### config.mk
export PLATFORM = sky130hd
export DESIGN_NAME = booth_pp_gen
export DESIGN_NICKNAME = d
export VERILOG_FILES = /design/src/rtl/booth_pp_gen.sv
export SDC_FILE = /design/constraint.sdc
export NUM_CORES = 1
export LEC_CHECK = 0
export CORE_UTILIZATION = 51
export CTS_BUF_LIST = sky130_fd_sc_hd__clkbuf_8 sky130_fd_sc_hd__clkbuf_16
export DETAILED_ROUTE_END_ITERATION = 10
export PLACE_DENSITY = 0.81
export SYNTH_ARGS = -nofsm -noshare
export SYNTH_HDL_FRONTEND = slang
export SYNTH_SLANG_ARGS = --single-unit
### constraint.sdc
create_clock -name clk -period 3.05 [get_ports clk]
set_clock_uncertainty 0.05 [all_clocks]
set_input_delay 0.305 -clock clk [delete_from_list [all_inputs] [get_ports clk]]
set_output_delay 0.305 -clock clk [all_outputs]
set_load 0.01 [all_outputs]
### src/rtl/booth_pp_gen.sv
// Radix-4 Booth recoder / partial-product generator, signed 16x16.
// Encodes DPC digits per clock and holds P0..P7 for the summation tree.
module booth_pp_gen #(
    parameter int DPC = 1
) (
    input  logic        clk,
    input  logic        rst_n,
    input  logic        in_valid,
    output logic        in_ready,
    input  logic [15:0] A,
    input  logic [15:0] B,
    output logic        out_valid,
    input  logic        out_ready,
    output logic        busy,
    output logic [17:0] P0,
    output logic [17:0] P1,
    output logic [17:0] P2,
    output logic [17:0] P3,
    output logic [17:0] P4,
    output logic [17:0] P5,
    output logic [17:0] P6,
    output logic [17:0] P7
);

    typedef enum logic [1:0] {
        IDLE,
        ENC,
        DONE
    } state_t;

    // Counter wraps to 0 when DPC=8, so the step is taken modulo 8.
    localparam logic [2:0] STEP = 3'(DPC);
    localparam logic [2:0] LAST = 3'(8 - DPC);

    state_t      state_q;
    state_t      state_d;
    logic [2:0]  cnt;
    logic [17:0] a_q;
    logic [16:0] bx_q;
    logic [17:0] p_q [8];
    logic [2:0]  idx [DPC];
    logic [17:0] pp  [DPC];

    function automatic logic [17:0] booth(
        input logic [2:0]  t,
        input logic [17:0] a
    );
        logic [17:0] r;
        unique case (t)
            3'b001, 3'b010: r = a;
            3'b011:         r = a << 1;
            3'b100:         r = ~(a << 1) + 18'd1;
            3'b101, 3'b110: r = ~a + 18'd1;
            default:        r = '0;
        endcase
        return r;
    endfunction

    always_comb begin
        for (int j = 0; j < DPC; j++) begin
            idx[j] = cnt + 3'(j);
            pp[j]  = booth(bx_q[{1'b0, idx[j], 1'b0} +: 3], a_q);
        end
    end

    always_comb begin
        state_d = state_q;
        unique case (state_q)
            IDLE:    if (in_valid) state_d = ENC;
            ENC:     if (cnt == LAST) state_d = DONE;
            DONE:    if (out_ready) state_d = IDLE;
            default: state_d = IDLE;
        endcase
    end

    always_ff @(posedge clk or negedge rst_n) begin
        if (!rst_n) begin
            state_q <= IDLE;
            cnt     <= '0;
            a_q     <= '0;
            bx_q    <= '0;
            for (int i = 0; i < 8; i++) p_q[i] <= '0;
        end else begin
            state_q <= state_d;
            if (state_q == IDLE && in_valid) begin
                a_q  <= {{2{A[15]}}, A};
                bx_q <= {B, 1'b0};
                cnt  <= '0;
            end
            if (state_q == ENC) begin
                for (int j = 0; j < DPC; j++) p_q[idx[j]] <= pp[j];
                cnt <= cnt + STEP;
            end
        end
    end

    assign in_ready  = (state_q == IDLE);
    assign out_valid = (state_q == DONE);
    assign busy      = (state_q != IDLE);

    assign P0 = p_q[0];
    assign P1 = p_q[1];
    assign P2 = p_q[2];
    assign P3 = p_q[3];
    assign P4 = p_q[4];
    assign P5 = p_q[5];
    assign P6 = p_q[6];
    assign P7 = p_q[7];

endmodule

==> impl_metrics.py, run 1 <==
# Auto-generated metrics
metrics = {
    "clock_tree": {
        "htreeDepth": 4,
        "post-cts-setup-buffers": 1,
        "cts_num_sinks": 181,
        "root_buffer": "clkbuf_16",
        "clk_transition_reported_paths_ns": 0.08,
        "post_cts_resized": 0,
        "ctsHoldBuffers": 1,
        "clockBufferDepth": 2,
        "cts_buffers": 17,
        "worstSkewPairLatency_ns": 0.43,
        "cts_tree": "yes",
    },
    "grt": {
        "grt_util_all_layers_pct": 28.6,
        "grt_max_degree": 76,
        "antenna_found_initial": 0,
        "gr-total-overflow": 0,
        "first_global_vias": 6425,
        "met1_usage_pct": 38.2,
        "grt_pass1_wl_mm": 35.6,
        "grt.met3_usage_pct": 6.14,
    },
    "setup_path": {
        "critical_path_required_ns": 3.30,
        "critical_path_class": "reg2reg",
        "worstPathArrival_ns": 3.23,
        "cp-start-kind": "register",
        "worstPathMaxFanout": 8,
        "worstSetupEndpointType": "register",
    },
    "route": {
        "wirelength_mm": 22.5,
        "postRouteAntennaNets": 0,
        "topRoutingLayerUsed": "met4",
        "via_per_inst": 5.73,
        "vias": 6267,
        "first_iter_violations": 350,
        "wl_met3_mm": 1.21,
        "drc_errors": 0,
        "wirelength_met1_mm": 9.63,
        "wl_met2_mm": 11.1,
        "firstDrtPassIters": 5,
    },
    "yosys": {
        "syn-mean-instance-area_um2": 12.2,
        "top_cells_by_area": "dfrtp_1, mux2_2, nand2_1",
        "yosys_area_um2": 8140,
        "yosysTopAreaCellShare_pct": 55.7,
        "netlist_area_um2": 8140,
        "synthCells": 668,
        "synth_cell_types": 68,
        "ys_seq_elements": 181,
        "yosysTopAreaCell": "dfrtp_1",
        "ys.flop_type": "dfrtp_1",
        "synth-edff-count": 0,
        "synth_stat.cells": 668,
        "yosys_warnings": 0,
        "async_reset_ff_share_pct": 100,
        "syn-num-nets": 707,
        "postSynthSeqShare_pct": 55.7,
        "synthTopCellsByCount": "dfrtp_1, mux2_2, nand2_1",
        "post-synth-top-count-cell": "dfrtp_1",
    },
    "final_timing": {
        "whs_ns": 0.278,
        "hold_viol_final": 0,
        "fin_crit_sh_pct": 97.6,
        "relSlewSlack_pct": 49.7,
        "finalSetupTns_ns": 0,
        "fin_crit_ns": 2.98,
        "worst_pin_slew_ns": 0.753,
        "max_freq_mhz": 336,
        "slew_viol_final": 0,
        "finalSetupViolCount": 0,
    },
    "finish": {
        "inverters": 9,
        "clkCellAreaFrac_pct": 5.68,
        "nFlopsAndLatches": 181,
        "sh_seq_area_pct": 41.1,
        "seqCellArea_um2": 4530,
        "layout.nets": 909,
        "fin_util_pct": 71.7,
        "largest_cell_class": "flip-flops and latches",
        "layout_top_cells": "clkdlybuf4s50_1, dfrtp_1, mux2_2, nand2_1, o21ai_0",
        "nFillCells": 1081,
        "drive_gt1_share_pct": 25.9,
        "comb_area_um2": 3450,
        "antenna_cells": 0,
        "logic_gates": 443,
        "clock_buffers": 17,
        "final-nonclk-buf-share_pct": 19.2,
    },
    "min_path": {
        "hp-class": "in2async",
    },
    "floorplanning": {
        "ios": 183,
        "die_area_um2": 16500,
        "die_x_um": 128,
        "fp_util_pct": 52.9,
        "tap_cells": 211,
        "core_area_um2": 15400,
        "core.rowCount": 45,
        "die_h_um": 128,
    },
    "outcome": {
        "status": "finished, final reports clean",
    },
    "job": {
        "cap_viol_max_count": 0,
        "log.warning_count": 26,
    },
    "place": {
        "place.gp.congestion": 0.897,
        "hpwlAfterDp_mm": 16.1,
        "post-place-ws_ns": -0.151,
        "dp_cells": 1060,
        "port_buffers": 182,
        "placed_area_um2": 10400,
    },
}
-- run 1: logic make-up after synthesis --
group,share of synthesized area (%)
multiplexers,18.1
adder cells (fa/ha/maj),0.461
AND-OR/OR-AND,12.6
XOR/XNOR,1.40
AND/OR/NAND/NOR,9.35
buffers and inverters,2.48
flip-flops,55.7
-- run 1: final timing paths --
kind,startpoint,slack [ns],to,cells after the start
worst max-delay path,a_q[1]$_DFFE_PN0P_,0.07,P2[8]$_DFFE_PN0P_,9
worst min-delay path,rst_n,0.28,bx_q[14]$_DFFE_PN0P_,2
worst max register to register,a_q[1]$_DFFE_PN0P_,0.07,P2[8]$_DFFE_PN0P_,9
worst min register to register,P6[16]$_DFFE_PN0P_,0.44,P6[16]$_DFFE_PN0P_,2
max in group asynchronous,rst_n,1.84,P0[11]$_DFFE_PN0P_,3
min in group clk,A[0],0.38,a_q[0]$_DFFE_PN0P_,3
-- run 1: flip-flops by register name, indices dropped and copies added, names as in the netlist --
| signal | cells |
|---|---|
| P1 | 18 |
| bx_q | 16 |
| cnt | 3 |
| state_q | 2 |
| P6 | 18 |
| P0 | 18 |
| P3 | 18 |
| a_q | 16 |
| P2 | 18 |
| P4 | 18 |
| P5 | 18 |
| P7 | 18 |
-- run 1: critical path, stage by stage (launching register included) --
cell       delay (ns)
dfrtp_1          0.46
inv_1            0.19
ha_1             0.23
or4b_4           0.52
or3_1            0.40
a2111oi_2        0.45
a2111oi_1        0.12
o21ai_2          0.20
buf_12           0.15
o21ai_1          0.09
Figure 1. Selected gate families (run 1).
(4 px per µm)
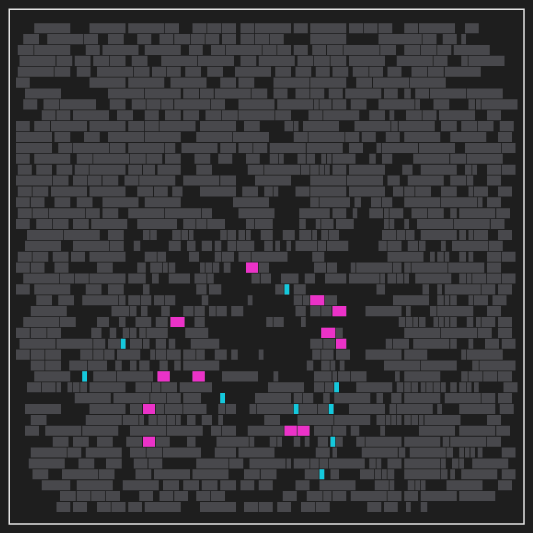
Key: magenta = AND-OR and OR-AND gates [cells 12, most used o22a_1]; cyan = inverters [cells 9, most used inv_1]
Non-Filler Instances: 1094
Top cell excl fill/tap: clkdlybuf4s50_1
Comb/total area: 31.3%

Figure 2. Congestion heat map (run 1).
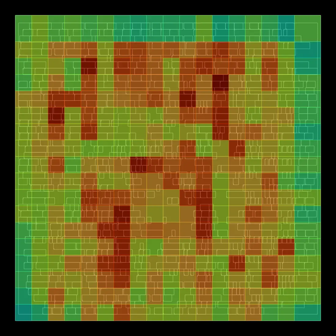
wire length per cell: 20.6 µm
gr busiest metal: met2
routing usage on met2: 46.6%

Figure 3. Cells by drive strength (run 1).
(4 px per µm)
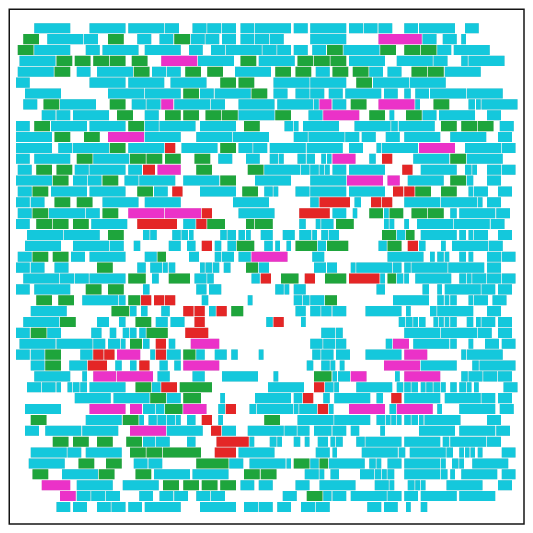
Key: cyan = drive 1 or less [cells 654]; red = drive 3 to 4 [cells 44]; green = drive 2 [cells 152]; magenta = drive 6 and up [cells 33]
nonclk buf count: 218
final setup margin: 0.0721 ns
area growth from synthesis to layout: 35.5%
Design Area, Final: 11000 µm²

## Run 2: what changed since run 1
--- a/config.mk
+++ b/config.mk
@@ -8,6 +8,7 @@
 export CORE_UTILIZATION = 51
 export CTS_BUF_LIST = sky130_fd_sc_hd__clkbuf_8 sky130_fd_sc_hd__clkbuf_16
 export DETAILED_ROUTE_END_ITERATION = 10
+export HOLD_SLACK_MARGIN = 0.1
 export PLACE_DENSITY = 0.81
 export SYNTH_ARGS = -nofsm -noshare
 export SYNTH_HDL_FRONTEND = slang
Figure 4. Congestion heat map (run 2).
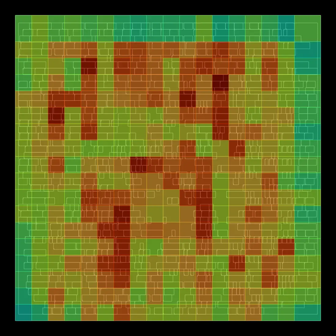
final core utilization: 71.7%
met1 usage: 38.2%

Figure 5. The metal 3 layer (run 2).
(2 px per µm)
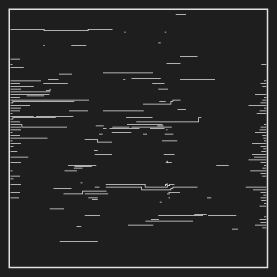
The longest straight run is 38.9 µm. 127 nets have wire on it. The layer carries 1210 µm of wire. The layer holds 5.4% of the routed length.
via count: 6267
global-route met3 utilization: 6.14%
drt total wl: 22.5 mm

==> run 2 against run 1 <==
Net effect: clock-buffer cell count stayed put; critical endpoint unchanged; critical path type unchanged; final area unchanged; critical path depth is the same; first-iteration DRC count is the same; synthesized cell count did not move; highest routed layer unchanged; non-clock buffer count unchanged.
==> impl_metrics.py, run 2 <==
# Auto-generated metrics
metrics = {
    "place": {
        "place.gp.congestion": 0.897,
        "placed_area_um2": 10400,
        "dp_cells": 1060,
        "port_buffers": 182,
    },
    "grt": {
        "antenna_found_initial": 0,
        "first_global_vias": 6425,
        "gr-total-overflow": 0,
        "grt_util_all_layers_pct": 28.6,
        "grt_max_degree": 76,
    },
    "route": {
        "postRouteAntennaNets": 0,
        "first_iter_violations": 350,
        "firstDrtPassIters": 5,
        "post_drt_wl_per_cell_um": 20.6,
        "drc_errors": 0,
    },
    "setup_path": {
        "crit_start": "a_q[1]$_DFFE_PN0P_",
        "critical_path_class": "reg2reg",
        "cp-start-kind": "register",
        "reg2reg_slack_ns": 0.07,
        "rr_startpoint": "a_q[1]$_DFFE_PN0P_",
        "crit_buf_inv": 2,
        "path_depth": 9,
        "worstPathMaxFanout": 8,
        "cp_top_family": "simple AND/OR/NAND/NOR gates",
        "slowest_delay_ns": 0.52,
        "worstPathCellList": "inv_1 -> ha_1 -> or4b_4 -> or3_1 -> a2111oi_2 -> a2111oi_1 -> o21ai_2 -> buf_12 -> o21ai_1",
    },
    "finish": {
        "antenna_cells": 0,
        "final_common_cell": "clkdlybuf4s50_1",
        "drive_gt1_share_pct": 25.9,
        "layout.nets": 909,
    },
    "clock_tree": {
        "worstSkewPairLatency_ns": 0.43,
        "cts_tree": "yes",
        "clockBufferDepth": 2,
        "htreeDepth": 4,
    },
    "final_timing": {
        "hold_viol_final": 0,
        "setup_slack_ns": 0.0721,
        "whs_ns": 0.278,
        "max_freq_mhz": 336,
        "fin_crit_sh_pct": 97.6,
        "slew_viol_final": 0,
        "finalSetupViolCount": 0,
        "worst_pin_slew_ns": 0.753,
        "fin_crit_ns": 2.98,
    },
    "floorplanning": {
        "die_x_um": 128,
        "die_h_um": 128,
        "fp_util_pct": 52.9,
        "ios": 183,
        "die_area_um2": 16500,
        "core_area_um2": 15400,
    },
    "yosys": {
        "postSynthSeqShare_pct": 55.7,
        "async_reset_ff_share_pct": 100,
        "synthCells": 668,
        "yosysTopAreaCell": "dfrtp_1",
        "syn-mean-instance-area_um2": 12.2,
        "ys.flop_type": "dfrtp_1",
        "yosys_area_um2": 8140,
        "yosys_warnings": 0,
    },
    "job": {
        "cap_viol_max_count": 0,
        "log.warning_count": 26,
    },
    "outcome": {
        "status": "finished, final reports clean",
    },
}
==> run 2: cell counts after synthesis <==
Identical to the previous run, type by type.
==> run 2: cells by family after synthesis <==
group / Yosys count / synth area share [%]
flip-flops: 181 / 55.7
AND/OR/NAND/NOR: 159 / 9.35
AND-OR/OR-AND: 140 / 12.6
multiplexers: 128 / 18.1
buffers and inverters: 44 / 2.48
XOR/XNOR: 13 / 1.40
adder cells (fa/ha/maj): 3 / 0.461
==> run 2: layout make-up <==
type | count | area (µm²)
flip-flops and latches | 181 | 4530
fillers | 1081 | 4340
multi-input cells | 443 | 3450
repair buffers | 218 | 2120
clock buffers | 17 | 425
well taps | 211 | 264
clock inverters | 15 | 201
inverters | 9 | 33.8
==> run 2: per-layer routing <==
layer / vias to the layer above / wire, µm / track usage (%)
met3: 41 / 1210 / 6.14
met1: 3163 / 9630 / 38.2
met4: 0 / 546 / 9.83
met2: 216 / 11100 / 46.6
li1: 2847 / - / -
met5: - / 0 / 0
==> run 2: timing repair <==
| item | CTS | global route |
|---|---|---|
| buffers inserted | 1 | 0 |
| endpoints found under the hold margin | 52 | 0 |
| resized | 0 | 6 |
| hold buffers | 1 | 0 |
| setup endpoints to repair | 8 | 92 |
| pin swaps | 1 | 0 |
==> run 2: worst register-to-register path: stages, from the launching register on <==
cell and delay, ns:
dfrtp_1 0.46, inv_1 0.19, ha_1 0.23, or4b_4 0.52, or3_1 0.40, a2111oi_2 0.45
a2111oi_1 0.12, o21ai_2 0.20, buf_12 0.15, o21ai_1 0.09
## Run 3: what changed since run 2
--- a/config.mk
+++ b/config.mk
@@ -7,6 +7,7 @@
 export LEC_CHECK = 0
 export CORE_UTILIZATION = 51
 export CTS_BUF_LIST = sky130_fd_sc_hd__clkbuf_8 sky130_fd_sc_hd__clkbuf_16
+export CTS_CLUSTER_SIZE = 30
 export DETAILED_ROUTE_END_ITERATION = 10
 export HOLD_SLACK_MARGIN = 0.1
 export PLACE_DENSITY = 0.81
Figure 6. Congestion heat map (run 3).
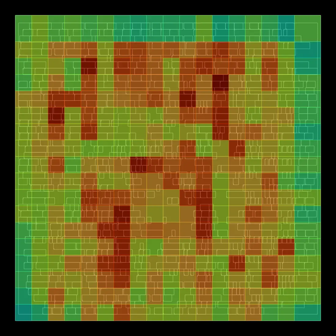
Overall Global Routing Usage: 28.6%

==> run 3 against run 2 <==
Net effect: final cell count unchanged; synthesized cell count unchanged; via count unchanged; clock-buffer cell count unchanged; sequential share of layout area unchanged; global-route usage unchanged; critical path depth unchanged; critical endpoint unchanged; largest cell class unchanged; highest routed layer unchanged.
==> impl_metrics.py, run 3 <==
# Auto-generated metrics
metrics = {
    "outcome": {
        "status": "finished, final reports clean",
    },
    "finish": {
        "area_growth_pct": 35.5,
        "nFillCells": 1081,
        "comb_area_um2": 3450,
        "drive_gt1_share_pct": 25.9,
        "final_area_um2": 11000,
        "fin_util_pct": 71.7,
        "final_cells": 1094,
        "final_common_cell": "clkdlybuf4s50_1",
        "seqCellArea_um2": 4530,
        "layout_top_cells": "clkdlybuf4s50_1, dfrtp_1, mux2_2, nand2_1, o21ai_0",
    },
    "clock_tree": {
        "clockBufferDepth": 2,
        "cts_buffers": 17,
        "cts_tree": "yes",
        "post_cts_resized": 0,
        "htreeDepth": 4,
        "worstSkewPairLatency_ns": 0.43,
        "clk_transition_reported_paths_ns": 0.08,
    },
    "yosys": {
        "ys_seq_elements": 181,
        "syn-mean-instance-area_um2": 12.2,
        "yosysTopAreaCellShare_pct": 55.7,
        "yosysTopAreaCell": "dfrtp_1",
        "mux_share_pct": 18.1,
        "simple_gate_share_pct": 9.35,
        "synth-edff-count": 0,
        "synthAoiAreaFrac_pct": 12.6,
        "post-synth-top-count-cell": "dfrtp_1",
        "yosys_warnings": 0,
        "ys.flop_type": "dfrtp_1",
        "syn-num-nets": 707,
        "async_reset_ff_share_pct": 100,
        "yosys_area_um2": 8140,
        "netlist_area_um2": 8140,
    },
    "route": {
        "wirelength_mm": 22.5,
        "via_per_inst": 5.73,
        "first_iter_violations": 350,
        "drc_errors": 0,
        "postRouteAntennaNets": 0,
        "firstDrtPassIters": 5,
    },
    "grt": {
        "grt_pass1_wl_mm": 35.6,
        "antenna_found_initial": 0,
        "gr-total-overflow": 0,
        "grt_max_degree": 76,
    },
    "setup_path": {
        "cp-start-kind": "register",
        "critical_path_required_ns": 3.30,
        "slowest_delay_ns": 0.52,
        "cp_top_family": "simple AND/OR/NAND/NOR gates",
        "worstPathMaxFanout": 8,
        "worstPathArrival_ns": 3.23,
        "worstSetupEndpointType": "register",
        "critical_path_class": "reg2reg",
        "slowest_stage": "or4b_4",
        "reg2regPathDepth": 9,
        "worstPathCellList": "inv_1 -> ha_1 -> or4b_4 -> or3_1 -> a2111oi_2 -> a2111oi_1 -> o21ai_2 -> buf_12 -> o21ai_1",
        "crit_buf_inv": 2,
    },
    "final_timing": {
        "setup_slack_ns": 0.0721,
        "slew_viol_final": 0,
        "fin_crit_sh_pct": 97.6,
        "relSlewSlack_pct": 49.7,
        "max_freq_mhz": 336,
        "whs_ns": 0.278,
        "finalSetupViolCount": 0,
    },
    "floorplanning": {
        "fp_util_pct": 52.9,
        "core.rowCount": 45,
        "die_x_um": 128,
        "die_area_um2": 16500,
        "core_area_um2": 15400,
        "die_h_um": 128,
    },
    "place": {
        "dp_cells": 1060,
        "placed_area_um2": 10400,
        "hpwlAfterDp_mm": 16.1,
    },
    "min_path": {
        "hp-class": "in2async",
    },
    "job": {
        "cap_viol_max_count": 0,
        "log.warning_count": 26,
    },
}
Figure 7. Selected gate families (run 3).
(4 px per µm)
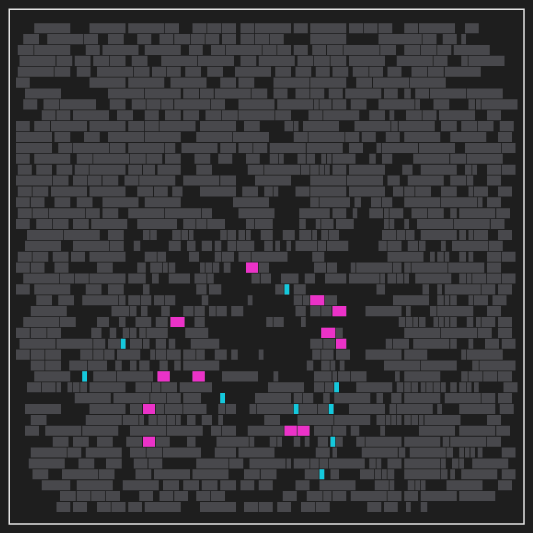
Key: magenta = AND-OR and OR-AND gates [cells 12, most used o22a_1]; cyan = inverters [cells 9, most used inv_1]

==> run 3: cell counts in the layout (fill, tap and decap cells not counted) <==
Identical to the previous run, type by type.
==> run 3: path summary, 6_finish.rpt <==
path	startpoint	end	slack, ns
max reg2reg	a_q[1]$_DFFE_PN0P_	P2[8]$_DFFE_PN0P_	0.07
max	a_q[1]$_DFFE_PN0P_	P2[8]$_DFFE_PN0P_	0.07
min	rst_n	bx_q[14]$_DFFE_PN0P_	0.28
min in group clk	A[0]	a_q[0]$_DFFE_PN0P_	0.38
min reg2reg	P6[16]$_DFFE_PN0P_	P6[16]$_DFFE_PN0P_	0.44
max in group asynchronous	rst_n	P0[11]$_DFFE_PN0P_	1.84
==> run 3: final cells by class <==
class / count / share of cell area (%)
clock inverter: 15 / 1.83
sequential: 181 / 41.1
tap: 211 / 2.39
inverter: 9 / 0.306
timing repair buffer: 218 / 19.2
multi-input combinational: 443 / 31.3
clock buffer: 17 / 3.86
==> run 3: cell families after synthesis <==
kind of cell,after synthesis
multiplexers,128
AND-OR/OR-AND,140
XOR/XNOR,13
AND/OR/NAND/NOR,159
buffers and inverters,44
adder cells (fa/ha/maj),3
flip-flops,181
==> run 3: metal layers <==
layer	share of wire, %	GRT usage (%)
met5	0	0
met4	2.4	9.83
met3	5.4	6.14
met2	49	46.6
met1	43	38.2
